## config.mk

```make
export PLATFORM = sky130hd
export DESIGN_NAME = mem_port_arbiter
export DESIGN_NICKNAME = d
export VERILOG_FILES = /design/src/rtl/mem_port_arbiter.sv
export SDC_FILE = /design/constraint.sdc
export NUM_CORES = 1
export LEC_CHECK = 0
export CAP_MARGIN = 40
export CORE_ASPECT_RATIO = 0.7
export CORE_UTILIZATION = 41
export DETAILED_ROUTE_END_ITERATION = 16
export PLACE_DENSITY_LB_ADDON = 0.15
export SLEW_MARGIN = 20
export SYNTH_ARGS = -nofsm -noshare
export SYNTH_HDL_FRONTEND = slang
export SYNTH_SLANG_ARGS = --single-unit
```

## constraint.sdc

```tcl
create_clock -name clk -period 5 [get_ports clk]
set_input_delay 0.75 -clock clk [delete_from_list [all_inputs] [get_ports clk]]
set_output_delay 0.75 -clock clk [all_outputs]
set_load 0.05 [all_outputs]
```

## src/rtl/mem_port_arbiter.sv

```systemverilog
// Arbitrates the single-port unified memory between instruction fetch and the MEM stage.
// Optional watchdog compiled in with MEM_ARB_TIMEOUT_EN.
module mem_port_arbiter #(
  parameter int unsigned TIMEOUT = 16
) (
  input  logic        clk,
  input  logic        rst,
  input  logic        if_req,
  input  logic [31:0] if_addr,
  output logic [31:0] if_rdata,
  output logic        if_valid,
  input  logic        dm_req,
  input  logic        dm_we,
  input  logic [31:0] dm_addr,
  input  logic [31:0] dm_wdata,
  input  logic [3:0]  dm_be,
  output logic [31:0] dm_rdata,
  output logic        dm_valid,
  output logic        mem_req,
  output logic        mem_we,
  output logic [31:0] mem_addr,
  output logic [31:0] mem_wdata,
  output logic [3:0]  mem_be,
  input  logic        mem_ready,
  input  logic [31:0] mem_rdata,
  output logic        stall_pipe,
  output logic        stall_if,
  output logic        err
);

  typedef enum logic [2:0] {IDLE, DATA, DRESP, FETCH, FRESP} state_t;

  state_t      state, state_nxt;
  logic        done;
  logic [31:0] rdata_eff;
  logic        in_access;

  assign in_access = (state == DATA) || (state == FETCH);

  if (TIMEOUT == 0) begin : g_bad_timeout
    $error("mem_port_arbiter: TIMEOUT must be nonzero");
  end

`ifdef MEM_ARB_TIMEOUT_EN
  localparam int unsigned CW = ($clog2(TIMEOUT + 1) > 5) ? $clog2(TIMEOUT + 1) : 5;

  logic [CW-1:0] cnt;
  logic          timeout;
  logic          err_q;

  // A real mem_ready in the limit cycle wins over the watchdog.
  assign timeout   = in_access && !mem_ready && (cnt == CW'(TIMEOUT));
  assign done      = mem_ready || timeout;
  assign rdata_eff = timeout ? '0 : mem_rdata;
  assign err       = err_q;

  always_ff @(posedge clk or posedge rst) begin
    if (rst) begin
      cnt   <= '0;
      err_q <= 1'b0;
    end else begin
      if (state == IDLE)
        cnt <= '0;
      else if (in_access && !mem_ready)
        cnt <= cnt + 1'b1;
      if (timeout)
        err_q <= 1'b1;
    end
  end
`else
  assign done      = mem_ready;
  assign rdata_eff = mem_rdata;
  assign err       = 1'b0;
`endif

  always_ff @(posedge clk or posedge rst) begin
    if (rst) state <= IDLE;
    else     state <= state_nxt;
  end

  always_comb begin
    state_nxt = state;
    case (state)
      IDLE: begin
        if (dm_req)      state_nxt = DATA;
        else if (if_req) state_nxt = FETCH;
      end
      DATA:    if (done) state_nxt = DRESP;
      DRESP:   state_nxt = IDLE;
      FETCH:   if (done) state_nxt = FRESP;
      FRESP:   state_nxt = IDLE;
      default: state_nxt = IDLE;
    endcase
  end

  always_ff @(posedge clk or posedge rst) begin
    if (rst) begin
      mem_req   <= 1'b0;
      mem_we    <= 1'b0;
      mem_addr  <= '0;
      mem_wdata <= '0;
      mem_be    <= '0;
      dm_rdata  <= '0;
      dm_valid  <= 1'b0;
      if_rdata  <= '0;
      if_valid  <= 1'b0;
    end else begin
      dm_valid <= 1'b0;
      if_valid <= 1'b0;
      case (state)
        IDLE: begin
          if (dm_req) begin
            mem_req   <= 1'b1;
            mem_we    <= dm_we;
            mem_addr  <= dm_addr;
            mem_wdata <= dm_wdata;
            mem_be    <= dm_be;
          end else if (if_req) begin
            mem_req  <= 1'b1;
            mem_we   <= 1'b0;
            mem_addr <= if_addr;
            mem_be   <= '1;
          end
        end
        DATA: begin
          if (done) begin
            mem_req  <= 1'b0;
            dm_valid <= 1'b1;
            if (!mem_we) dm_rdata <= rdata_eff;
          end
        end
        FETCH: begin
          if (done) begin
            mem_req  <= 1'b0;
            if_valid <= 1'b1;
            if_rdata <= rdata_eff;
          end
        end
        default: ;
      endcase
    end
  end

  assign stall_pipe = dm_req & ~dm_valid;
  assign stall_if   = stall_pipe | (if_req & ~if_valid);

endmodule

```

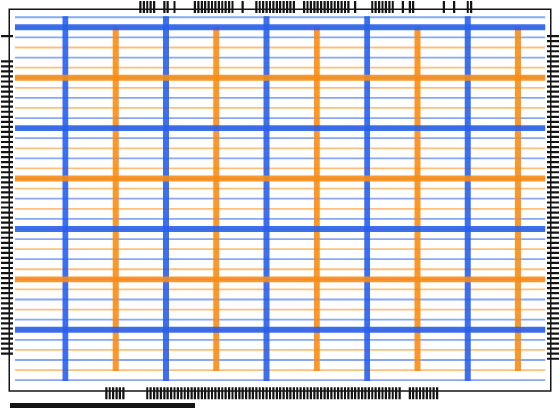
Fig. 1. Power grid (run 1).
Bar = 50 um. Pins as bars on the die edge.
Key: VSS = blue; VDD = orange
The core has 36 rows. 37 met1 rails follow the rows. 10 straps on met4. 277 signal pins sit on the boundary.

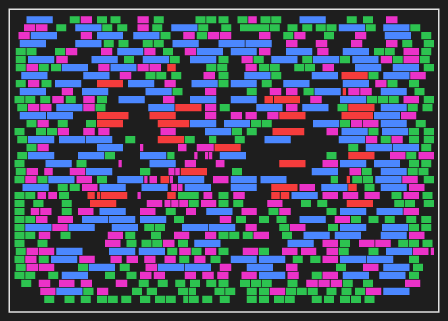
Fig. 2. Cells colored by class (run 1).
Key: remaining buffers and delay cells = green [cells 281]; combinational and other logic = magenta [cells 189]; sequential cells = blue [cells 139]; clock drivers and dummy loads = red [cells 32]
floorplan row count: 36
utilization after layout: 67.0%
total core area: 0.0140 mm^2
fraction of area in registers: 37.1%

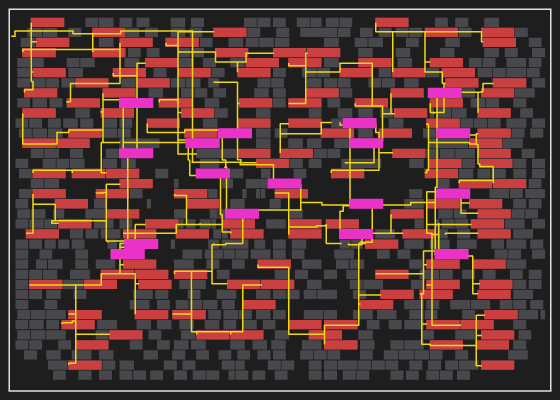
Fig. 3. Clock network drawn from the DEF (run 1).
Key: clock drivers = magenta [count 17]; clock wires = yellow [length 1760 um]; flip-flops = red [count 139]
There are 18 routed clock nets.
power in the clock group: 1.33 mW
clock network latency to the later pin of the worst-skew pair: 400 ps
Clk network pwr share: 17.0%
Worst Clk Skew: 11.4 ps

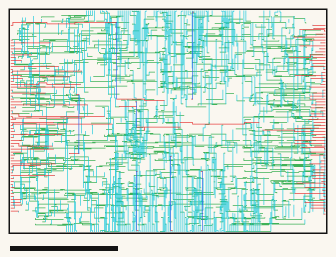
Fig. 4. Routed metal, one color a layer (run 1).
Bar = 50 um.
Key: metal 1 = green [wire length 5940 um]; metal 2 = cyan [wire length 7010 um]; metal 3 = red [wire length 1150 um]; metal 4 = blue [wire length 203 um]
vias: 3887
wirelength, routed: 14300 um
all-layer global routing usage: 19.6%
DR WL/cell: 17.2 um

==> Implementation_results.wiki, run 1 <==
=== Synthesis and place and route ===
{| class="wikitable"
! Metric !! Value
|-
| Result of the run || finished, final reports clean
|-
| Floorplan die width || 146 um
|-
| Routability-driven placement congestion ratio || 0.801
|-
| Final setup slack of the worst path || 1830 ps
|-
| Kind of launch point of the worst setup path || input port
|-
| FF-to-FF path depth || 4
|-
| Startpoint of the lowest-slack register-to-register path || state[1]
|-
| Final critical path time including I/O delays and setup || 3170 ps
|-
| Share of the synthesized area in the top cell type || 58.7%
|-
| Critical Path End || stall_if
|-
| Highest metal layer with signal wires || met4
|-
| RSZ-0062 raised after global routing || false
|-
| Flop and latch count out of synthesis || 139
|-
| Data arrival time at the worst-slack endpoint || 2420 ps
|-
| Combinational share of power || 57.2%
|-
| Dominant power group || combinational logic
|-
| Most common cell after layout, fill and taps aside || sky130_fd_sc_hd__clkdlybuf4s50_1
|-
| M1 WL || 5940 um
|-
| Placed Cells || 799
|-
| Number of buffers created by CTS || 17
|-
| Total stage count of the critical path || 5
|-
| Switching power || 3.48 mW
|-
| Capture endpoint of the worst hold path || dm_rdata[25]
|-
| Tightest Pin Transition || 613 ps
|-
| Layout non-clock buf frac || 30.1%
|-
| Combinational fraction of the cell area || 23.4%
|-
| AO/OA Area Share || 1.44%
|-
| Simple share || 1.67%
|-
| Cell type with the largest total area || sky130_fd_sc_hd__dfrtp_1
|-
| Largest net degree at the start of global routing || 60
|-
| Nets || 766
|-
| Post-route ant nets || 0
|-
| Estimated wirelength of the detail-placed design || 10500 um
|-
| Reported sequential group power || 2.01 mW
|-
| Post-synth tally of flip-flops with integrated enable || 0
|-
| Max_cap viols || 0
|-
| Cell variety after synth || 26
|-
| Via-to-Cell Ratio || 4.68
|-
| Worst setup timing slack at the placement stage || 1820 ps
|-
| H-tree depth reported by CTS || 4
|-
| Wire length on met2 || 7010 um
|-
| Top-Level Pins || 277
|-
| Met3 Resource Use GR || 6.64%
|-
| Number of instances in the synthesized netlist || 347
|-
| Post-synthesis sequential area ratio || 58.7%
|-
| Highest clock frequency the design can meet || 316 MHz
|-
| Number of buffer and inverter stages on the critical path || 3
|-
| CP Cell Sequence || buf_2 -> buf_4 -> nor2b_1 -> a21o_1 -> clkdlybuf4s50_1
|-
| Dominant logic cell types in the final layout || 274 x sky130_fd_sc_hd__clkdlybuf4s50_1, 139 x sky130_fd_sc_hd__dfrtp_1, 103 x sky130_fd_sc_hd__mux2_2
|-
| Portion of total power attributed to sequential cells || 25.8%
|-
| Initial antenna violation count || 0
|-
| Leading cell types by count after synthesis || 139 x sky130_fd_sc_hd__dfrtp_1, 103 x sky130_fd_sc_hd__mux2_2, 55 x sky130_fd_sc_hd__mux2_4
|-
| Fraction of layout instances using a drive strength above 1 || 31.4%
|-
| Multiplexer share || 33.9%
|-
| Max_slew headroom || 59.1%
|-
| Biggest Area Class || registers
|-
| Inverter count of the layout excluding clock inverters || 4
|-
| VDD IR max || 0.397 mV
|-
| Total combinational power || 4.46 mW
|-
| Diode insertion count for antenna repair || 0
|-
| CTS clk-pin slew, worst paths || 60 ps
|-
| Number of sinks handled by clock tree synthesis || 139
|-
| Met3 wire length || 1150 um
|-
| Final Total Pwr || 7.79 mW
|-
| Dominant comb cell || multiplexers
|-
| Number of buffers inserted for hold repair after clock tree synthesis || 0
|-
| DIE HEIGHT || 103 um
|-
| Grt total ovfl || 0
|-
| Drc violations || 0
|-
| Met1 usage || 23.9%
|-
| Worst stage delay on the critical path || 840 ps
|-
| # Post-CTS Setup Buffers || 0
|-
| Worst slack on hold paths || 488 ps
|-
| Netlist area before placement || 0.00593 mm^2
|-
| Share of flip-flops with an asynchronous set or reset || 100%
|-
| Yosys warning total || 0
|-
| Area of the die || 0.0149 mm^2
|-
| Leakage power of the design || 3.99 nW
|-
| I/O Buffers || 275
|-
| Family with the most delay on the worst path || buffers and inverters
|-
| Yosys Chip Area || 0.00593 mm^2
|-
| Wire length of the first global-routing pass || 22400 um
|-
| Post-layout period usage || 63.4%
|-
| Number of non-clock buffers || 281
|-
| Dominant synthesized flop cell || sky130_fd_sc_hd__dfrtp_1
|-
| Category of the most critical setup path || in2out
|-
| Synth top area cells || sky130_fd_sc_hd__dfrtp_1 59%, sky130_fd_sc_hd__mux2_2 20%, sky130_fd_sc_hd__mux2_4 14%
|-
| Pre-Place Util || 42.3%
|-
| Synth-to-layout area growth || 58.3%
|-
| TritonCTS clock tree || done
|-
| Parity-gate share of the synthesized area counting xor and xnor cells || 0%
|-
| CP max-delay cell || sky130_fd_sc_hd__clkdlybuf4s50_1
|-
| Maximum fanout along the worst path || 38
|-
| Clock Path Buffers || 2
|-
| Layout sequential cell count || 139
|-
| Number of failing setup endpoints in the final timing report || 0
|-
| Root buffer cell || sky130_fd_sc_hd__clkbuf_16
|-
| Post-place instance area || 0.00876 mm^2
|-
| Number of max-slew violations in the final report || 0
|-
| Syn Area/Cell || 17.1 um^2
|-
| Number of inserted filler cells in the final layout || 1015
|-
| Worst EP required || 4250 ps
|-
| Final Cell Area || 0.00938 mm^2
|-
| DR pass1 iterations || 4
|-
| Endpoint of the worst-slack reg-to-reg timing path || mem_addr[26]
|-
| Setup TNS Final || 0 ps
|}
==> run 2: changes to the inputs <==
Clock period 5 ns to 3.2 ns, I/O delays scaled along.
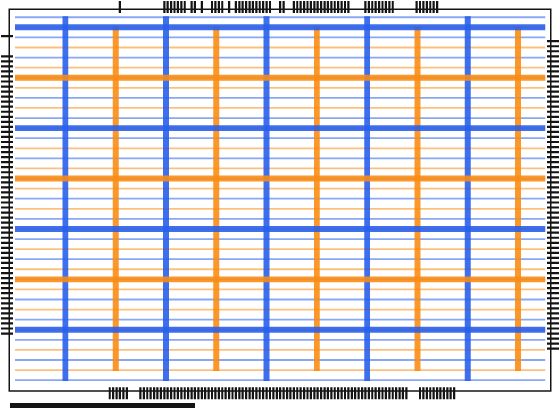
Fig. 5. Power grid (run 2).
Bar = 50 um. Pins as bars on the die edge.
Key: VDD = orange; VSS = blue
277 signal pins sit on the boundary. 37 met1 rails follow the rows. 10 straps on met4. The core has 36 rows.

==> run 2 against run 1 <==
Effect of this change:
- final cell count up 0.24%
- total power increased by 56%
- first-iteration DRC count decreased by 23%
- critical path type unchanged
- critical endpoint unchanged
- largest cell class unchanged
==> Implementation_results.wiki, run 2 <==
=== Synthesis and place and route ===
{| class="wikitable"
! Metric !! Value
|-
| Flop and latch count out of synthesis || 139
|-
| Met3 wire length || 1030 um
|-
| Worst setup timing slack at the placement stage || 781 ps
|-
| Post-synthesis sequential area ratio || 58.7%
|-
| Cell variety after synth || 26
|-
| DR pass1 iterations || 5
|-
| Cell type with the largest total area || sky130_fd_sc_hd__dfrtp_1
|-
| Number of inserted filler cells in the final layout || 1004
|-
| Reported sequential group power || 3.15 mW
|-
| Via-to-Cell Ratio || 4.75
|-
| Combinational fraction of the cell area || 23.4%
|-
| Number of max-slew violations in the final report || 0
|-
| Synth-to-layout area growth || 58.7%
|-
| Total stage count of the critical path || 5
|-
| Critical Path End || stall_if
|-
| Number of buffers created by CTS || 17
|-
| Grt total ovfl || 0
|-
| Dominant comb cell || multiplexers
|-
| Netlist area before placement || 0.00593 mm^2
|-
| Worst slack on hold paths || 440 ps
|-
| Wire length of the first global-routing pass || 22900 um
|-
| Final setup slack of the worst path || 778 ps
|-
| CP Cell Sequence || clkdlybuf4s50_1 -> buf_4 -> nor2b_1 -> a21o_1 -> buf_12
|-
| Kind of launch point of the worst setup path || input port
|-
| Floorplan die width || 146 um
|-
| Leading cell types by count after synthesis || 139 x sky130_fd_sc_hd__dfrtp_1, 103 x sky130_fd_sc_hd__mux2_2, 55 x sky130_fd_sc_hd__mux2_4
|-
| Clock network latency to the later pin of the worst-skew pair || 410 ps
|-
| Worst stage delay on the critical path || 570 ps
|-
| Fraction of layout instances using a drive strength above 1 || 32.0%
|-
| Highest metal layer with signal wires || met4
|-
| Layout non-clock buf frac || 30.6%
|-
| Pre-Place Util || 42.3%
|-
| Inverter count of the layout excluding clock inverters || 4
|-
| DR WL/cell || 17.3 um
|-
| Nets || 769
|-
| Total core area || 0.0140 mm^2
|-
| Final critical path time including I/O delays and setup || 2420 ps
|-
| TritonCTS clock tree || done
|-
| Initial antenna violation count || 0
|-
| AO/OA Area Share || 1.44%
|-
| Family with the most delay on the worst path || buffers and inverters
|-
| Share of flip-flops with an asynchronous set or reset || 100%
|-
| FF-to-FF path depth || 4
|-
| Result of the run || finished, final reports clean
|-
| Yosys warning total || 0
|-
| Max_cap viols || 0
|-
| Setup TNS Final || 0 ps
|-
| I/O Buffers || 275
|-
| Number of non-clock buffers || 284
|-
| RSZ-0062 raised after global routing || false
|-
| CP max-delay cell || sky130_fd_sc_hd__clkdlybuf4s50_1
|-
| Number of buffers inserted for hold repair after clock tree synthesis || 0
|-
| Routability-driven placement congestion ratio || 0.752
|-
| Portion of total power attributed to sequential cells || 26.0%
|-
| Wirelength, routed || 14400 um
|-
| Post-place instance area || 0.00881 mm^2
|-
| Leakage power of the design || 3.99 nW
|-
| Diode insertion count for antenna repair || 0
|-
| All-layer global routing usage || 19.9%
|-
| Biggest Area Class || registers
|-
| Clk network pwr share || 16.3%
|-
| Clock Path Buffers || 2
|-
| Vias || 3956
|-
| Yosys Chip Area || 0.00593 mm^2
|-
| Number of sinks handled by clock tree synthesis || 139
|-
| Combinational share of power || 57.7%
|-
| Max_slew headroom || 60.0%
|-
| Simple share || 1.67%
|-
| Area of the die || 0.0149 mm^2
|-
| Multiplexer share || 33.9%
|-
| Fraction of area in registers || 37.0%
|-
| Root buffer cell || sky130_fd_sc_hd__clkbuf_16
|-
| Layout sequential cell count || 139
|-
| Maximum fanout along the worst path || 16
|-
| Dominant power group || combinational logic
|-
| DIE HEIGHT || 103 um
|-
| H-tree depth reported by CTS || 4
|-
| Wire length on met2 || 7410 um
|-
| Parity-gate share of the synthesized area counting xor and xnor cells || 0%
|-
| Final Cell Area || 0.00941 mm^2
|-
| Syn Area/Cell || 17.1 um^2
|-
| Top-Level Pins || 277
|-
| Largest net degree at the start of global routing || 39
|-
| Floorplan row count || 36
|-
| Tightest Pin Transition || 600 ps
|-
| Most common cell after layout, fill and taps aside || sky130_fd_sc_hd__clkdlybuf4s50_1
|-
| Share of the synthesized area in the top cell type || 58.7%
|-
| Total combinational power || 6.99 mW
|-
| Final Total Pwr || 12.1 mW
|-
| Worst Clk Skew || 7.76 ps
|}
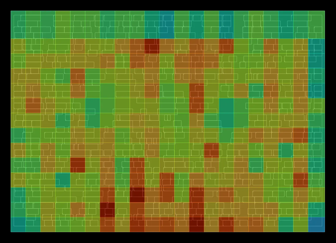
Fig. 6. Routing congestion (run 2).
met3 Resource Use GR: 6.73%
most heavily used metal layer in global routing: met2
utilization after layout: 67.2%
met1 usage: 22.7%

Power is estimated from default activity; no workload was simulated.
